## src/rtl/ram_io.sv

```systemverilog
// Load/store front end ahead of the Cache: maps byte/half/word CPU accesses onto
// word-aligned Cache accesses with byte-lane enables, and hosts one LED register.
module ram_io #(
    parameter logic [31:0] LED_ADDRESS = 32'hFFFF_FFFC,
    parameter int          LED_WIDTH   = 6
) (
    input  logic                 clk,
    input  logic                 rst,
    input  logic                 enable,
    input  logic [31:0]          address,
    input  logic [2:0]           read_type,
    input  logic [1:0]           write_type,
    input  logic [31:0]          data_in,
    output logic [31:0]          data_out,
    output logic                 data_out_ready,
    output logic                 busy,
    output logic                 error,
    output logic [LED_WIDTH-1:0] led,
    output logic [31:0]          cache_address,
    output logic [31:0]          cache_data_in,
    output logic [3:0]           cache_write_enable,
    input  logic [31:0]          cache_data_out,
    input  logic                 cache_data_out_ready,
    input  logic                 cache_busy
);

    typedef enum logic [2:0] {IDLE, RD_ISSUE, RD_WAIT, WR_ISSUE, WR_WAIT} state_t;

    state_t      state, next_state;
    logic [1:0]  off_q;
    logic [2:0]  read_type_q;

    logic [1:0]  off;
    logic [1:0]  size;
    logic        is_write, is_read, is_led, misaligned, hit;
    logic        accept_rd, accept_wr;
    logic [3:0]  lane_mask;

    // Pulls the addressed lane down to bit 0 and extends it; read_type[2] selects zero extension.
    function automatic logic [31:0] extract(input logic [31:0] word, input logic [1:0] lane_off,
                                            input logic [2:0] rt);
        logic [31:0] lane;
        lane = word >> {lane_off, 3'b000};
        case (rt[1:0])
            2'b01:   extract = rt[2] ? {24'b0, lane[7:0]}  : {{24{lane[7]}}, lane[7:0]};
            2'b10:   extract = rt[2] ? {16'b0, lane[15:0]} : {{16{lane[15]}}, lane[15:0]};
            default: extract = lane;
        endcase
    endfunction

    always_comb begin
        off        = address[1:0];
        is_write   = (write_type != 2'b00);
        is_read    = (read_type[1:0] != 2'b00);
        size       = is_write ? write_type : read_type[1:0];
        misaligned = ((size == 2'b10) && off[0]) || ((size == 2'b11) && (off != 2'b00));
        is_led     = (address == LED_ADDRESS);
        hit        = cache_data_out_ready && !cache_busy;
        accept_wr  = enable && is_write && !misaligned && !is_led;
        accept_rd  = enable && !is_write && is_read && !misaligned && !is_led;
        case (size)
            2'b01:   lane_mask = 4'b0001 << off;
            2'b10:   lane_mask = 4'b0011 << off;
            default: lane_mask = 4'b1111;
        endcase
    end

    always_comb begin
        next_state = state;
        case (state)
            IDLE: begin
                if (accept_wr)      next_state = WR_ISSUE;
                else if (accept_rd) next_state = RD_ISSUE;
            end
            RD_ISSUE, RD_WAIT: next_state = hit ? IDLE : RD_WAIT;
            WR_ISSUE:          next_state = WR_WAIT;
            WR_WAIT:           next_state = cache_busy ? WR_WAIT : IDLE;
            default:           next_state = IDLE;
        endcase
    end

    always_ff @(posedge clk) begin
        if (rst) state <= IDLE;
        else     state <= next_state;
    end

    always_ff @(posedge clk) begin
        if (rst) begin
            data_out           <= '0;
            data_out_ready     <= 1'b0;
            busy               <= 1'b0;
            error              <= 1'b0;
            led                <= '0;
            cache_address      <= '0;
            cache_data_in      <= '0;
            cache_write_enable <= '0;
            off_q              <= '0;
            read_type_q        <= '0;
        end else begin
            busy <= (next_state != IDLE);
            case (state)
                IDLE: begin
                    if (enable && (is_write || is_read)) begin
                        if (misaligned) begin
                            error <= 1'b1;
                        end else if (is_led) begin
                            // LED traffic is serviced locally; partial writes are dropped.
                            if (is_write) begin
                                if (write_type == 2'b11) led <= data_in[LED_WIDTH-1:0];
                            end else begin
                                data_out       <= {{(32-LED_WIDTH){1'b0}}, led};
                                data_out_ready <= 1'b1;
                            end
                        end else begin
                            cache_address <= {address[31:2], 2'b00};
                            off_q         <= off;
                            read_type_q   <= read_type;
                            if (is_write) begin
                                cache_data_in      <= data_in << {off, 3'b000};
                                cache_write_enable <= lane_mask;
                            end else begin
                                data_out_ready <= 1'b0;
                            end
                        end
                    end
                end
                RD_ISSUE, RD_WAIT: begin
                    if (hit) begin
                        data_out       <= extract(cache_data_out, off_q, read_type_q);
                        data_out_ready <= 1'b1;
                    end
                end
                WR_ISSUE: cache_write_enable <= 4'b0000;
                default: ;
            endcase
        end
    end

endmodule

```

## config.mk

```make
export PLATFORM = sky130hd
export DESIGN_NAME = ram_io
export DESIGN_NICKNAME = d
export VERILOG_FILES = /design/src/rtl/ram_io.sv
export SDC_FILE = /design/constraint.sdc
export NUM_CORES = 1
export LEC_CHECK = 0
export CAP_MARGIN = 20
export CORE_MARGIN = 1.5
export CORE_UTILIZATION = 48
export CTS_CLUSTER_SIZE = 10
export DETAILED_ROUTE_END_ITERATION = 7
export PLACE_DENSITY_LB_ADDON = 0.25
export SYNTH_ARGS = -nofsm -noshare
export SYNTH_HDL_FRONTEND = slang
export SYNTH_SLANG_ARGS = --single-unit
```

## constraint.sdc

```tcl
create_clock -name clk -period 4.7 [get_ports clk]
set_input_delay 1.175 -clock clk [delete_from_list [all_inputs] [get_ports clk]]
set_output_delay 1.175 -clock clk [all_outputs]
set_load 0.1 [all_outputs]
```

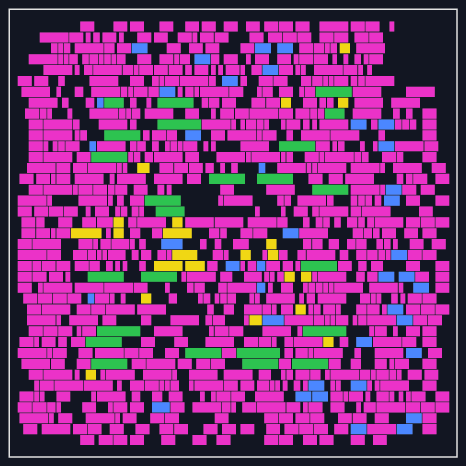
Figure 1: sizing map.
Scale: 4 px per um.
Green stands for drive 6 and up, cells 24, share 2.8%. Blue stands for drive 2, cells 39, share 4.6%. Magenta stands for drive 1 or less, cells 768, share 90%. Yellow stands for drive 3 to 4, cells 22, share 2.6%.
fin worst setup slack: 1100 ps
bufs w/o clock: 223
synthesis-to-finish area growth: 48.9%
Final Cell Area: 0.00843 mm2

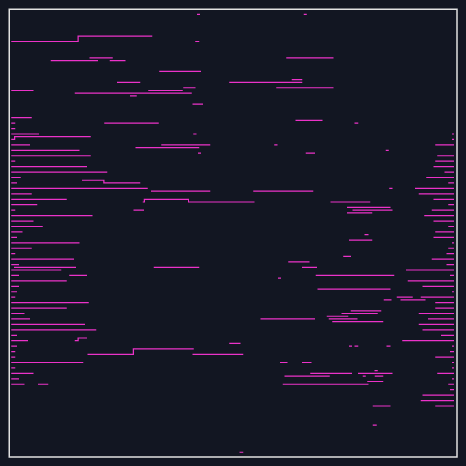
Figure 2: metal 3.
Scale: 4 px per um.
The longest straight run is 33.8 um. The wires run mostly horizontal. 150 nets have wire on it. The layer holds 7.1% of the routed length. The layer carries 1210 um of wire.
met3 global-route usage: 0.0789
total wire length: 17200 um
DR vias: 5625

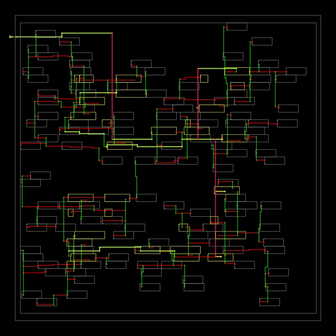
Figure 3: clock wiring as the flow saved it.
clock tree sinks: 115
Max Clock Skew: 7.60 ps
clkbuf count: 19
clk pwr: 1.37 mW

==> out/qor.yml <==
track_usage: 0.275
tightest_slew_ps: 1030
critPathMaxFanout: 37
cts_tree: "built"
ant_nets: 0
yosys_warnings: 0
drtPass1Iterations: 5
p_leak_nw: 3.10
overflow: 0
power_density_mw_per_mm2: 404
required_ps: 4970
dpl.hpwl_um: 12500
ys_ff: 115
grt_pass1_wl_um: 27700
cts_resized: 0
slowest_delay_ps: 520
synth-seq-area-share: 0.407
rows: 39
placed_area_mm2: 0.00779
finalClockPeriodUsage: 0.767
path_buffers: 3
grt_pass1_vias: 5461
worstSetupStartpointType: "input port"
netlist_instances: 656
top_area_cell: "dfxtp_1"
grt_max_degree: 56
max_freq_ghz: 0.277
synth_top_cell_by_count: "dfxtp_1"
antenna_found_initial: 0
worstSkewPairLatency_ps: 410
first_iter_violations: 403
vias_per_cell: 5.65
floorplan.core_util: 0.494
crit_family: "AND-OR/OR-AND gates"
outcome: "completed"
clkTransAtPathRegs_ps: 60
synthTopCellsByCount: "dfxtp_1, nor2_1, nand2_1"
warning_count: 28
arrival_ps: 3870
drive_gt1_frac: 0.0996
rsz0062_at_grt: "no"
fin_crit_ps: 3600
core_area_mm2: 0.0115
antenna_cells: 0
place_ws_ps: 444
clockBufferDepth: 2
peakVddDrop_mv: 0.242
synthArstFlopShare: 0
chip_area_mm2: 0.0125
nets: 950
port_buffers: 212
cts-root-buf: "clkbuf_16"
post-route-drc-count: 0
setup_violations: 0
synth_area_mm2: 0.00566
critPathCaptureType: "flip-flop"
postCtsHoldBufs: 0
yosys_cells: 656
htreeDepth: 4
ff_type: "dfxtp_1"
fin_tns_setup_ps: 0
post_drt_wl_per_cell_um: 17.2
ios: 215
hp-class: "flip-flop to flip-flop"
gp_routability_congestion: 0.888
synth_largest_type_area_fraction: 0.407
cts_buffers: 17
die_height_um: 112
die_width_um: 112
edf_count: 0
synth_cell_type_count: 51
synth.avg_cell_area_um2: 8.63
crit_chain: "clkdlybuf4s50_1 -> inv_1 -> a21o_1 -> ha_1 -> o21ai_0 -> nand2_1 -> a2111oi_2 -> buf_12 -> mux2i_1 -> nor2_1"
maxCapViolations: 0
[power breakdown]
part           switching [mW]  leakage [nW]  internal (mW)  total, mW
sequential             0.0436         0.936           1.04       1.08
clock                   0.457         0.301          0.912       1.37
combinational           0.658          1.86          0.301      0.958
[tightest hold or removal path, cell delays in order (launching register included)]
cell and delay [ps]:
dfxtp_1 310, nand2_1 50, a21oi_1 50
[sequential cells by signal, indices dropped and copies added (netlist names)]
name / flops
data_out_ready: 1
error: 1
data_out: 32
state: 3
cache_data_in: 32
cache_address: 30
read_type_q: 3
off_q: 2
busy: 1
cache_write_enable: 4
led: 6
[placed cells by master, fill, tap and decap left out, drive strengths merged, types with 5 or more instances in the layout]
| cell type | instances |
|---|---|
| nand4 | 9 |
| a21oi | 46 |
| o21ai | 9 |
| a221oi | 16 |
| a22oi | 8 |
| clkdlybuf4s50 | 210 |
| o211ai | 17 |
| clkbuf | 19 |
| nor3 | 23 |
| nand2 | 67 |
| inv | 26 |
| buf | 13 |
| dfxtp | 115 |
| mux2 | 23 |
| nor2 | 76 |
| o22ai | 11 |
| mux2i | 66 |
| o221a | 6 |
| nand3 | 18 |
| or3 | 9 |
| a211oi | 9 |
| clkinv | 5 |
[final cells by class]
class                           count  area [um2]
Fill cell                         838        3040
Multi-Input combinational cell    457        3010
Sequential cell                   115        2300
Timing Repair Buffer              223        2210
Clock buffer                       19         453
Clock inverter                     13         183
Tap cell                          143         179
Inverter                           26        97.6
[logic make-up (layout without fill, tap and decap cells)]
group / count (synthesis) / in the layout / share of synthesized area
AND/OR/NAND/NOR: 228 / 228 / 0.192
AND-OR/OR-AND: 133 / 133 / 0.162
flip-flops: 115 / 115 / 0.407
multiplexers: 89 / 89 / 0.163
buffers and inverters: 85 / 281 / 0.0661
adder cells (fa/ha/maj): 4 / 4 / 0.00884
other: 1 / 2 / 0.000663
XOR/XNOR: 1 / 1 / 0.00155
[worst paths after layout]
path / startpoint / to / slack, ps / cells past startpoint
worst min-delay path: cache_data_in[9] / cache_data_in[9] / 450 / 2
worst max register to register: read_type_q[0] / data_out[30] / 2180 / 6
worst max-delay path: write_type[1] / cache_address[7] / 1100 / 10
worst min register to register: cache_data_in[9] / cache_data_in[9] / 450 / 2
[per-layer routing]
metal  vias to the layer above  routed length, um  GRT usage
li1                       2703                  -          -
met1                      2655               7330      0.348
met2                       237               8170      0.445
met3                        30               1210     0.0789
met4                         0                452      0.105
met5                         -                  0          0
[metrics by stage]
stage | hold WS, ps | utilization | cells | total power, mW
after floorplan | 452 | - | 657 | 1.78
after global placement | 440 | 0.679 | 963 | 2.03
after detailed placement | 445 | 0.679 | 963 | 2.05
after CTS | 453 | 0.734 | 995 | 3.41
after global routing | 476 | 0.735 | 996 | 3.53
final | 449 | 0.735 | 996 | 3.41
Power is estimated from default activity; no workload was simulated.
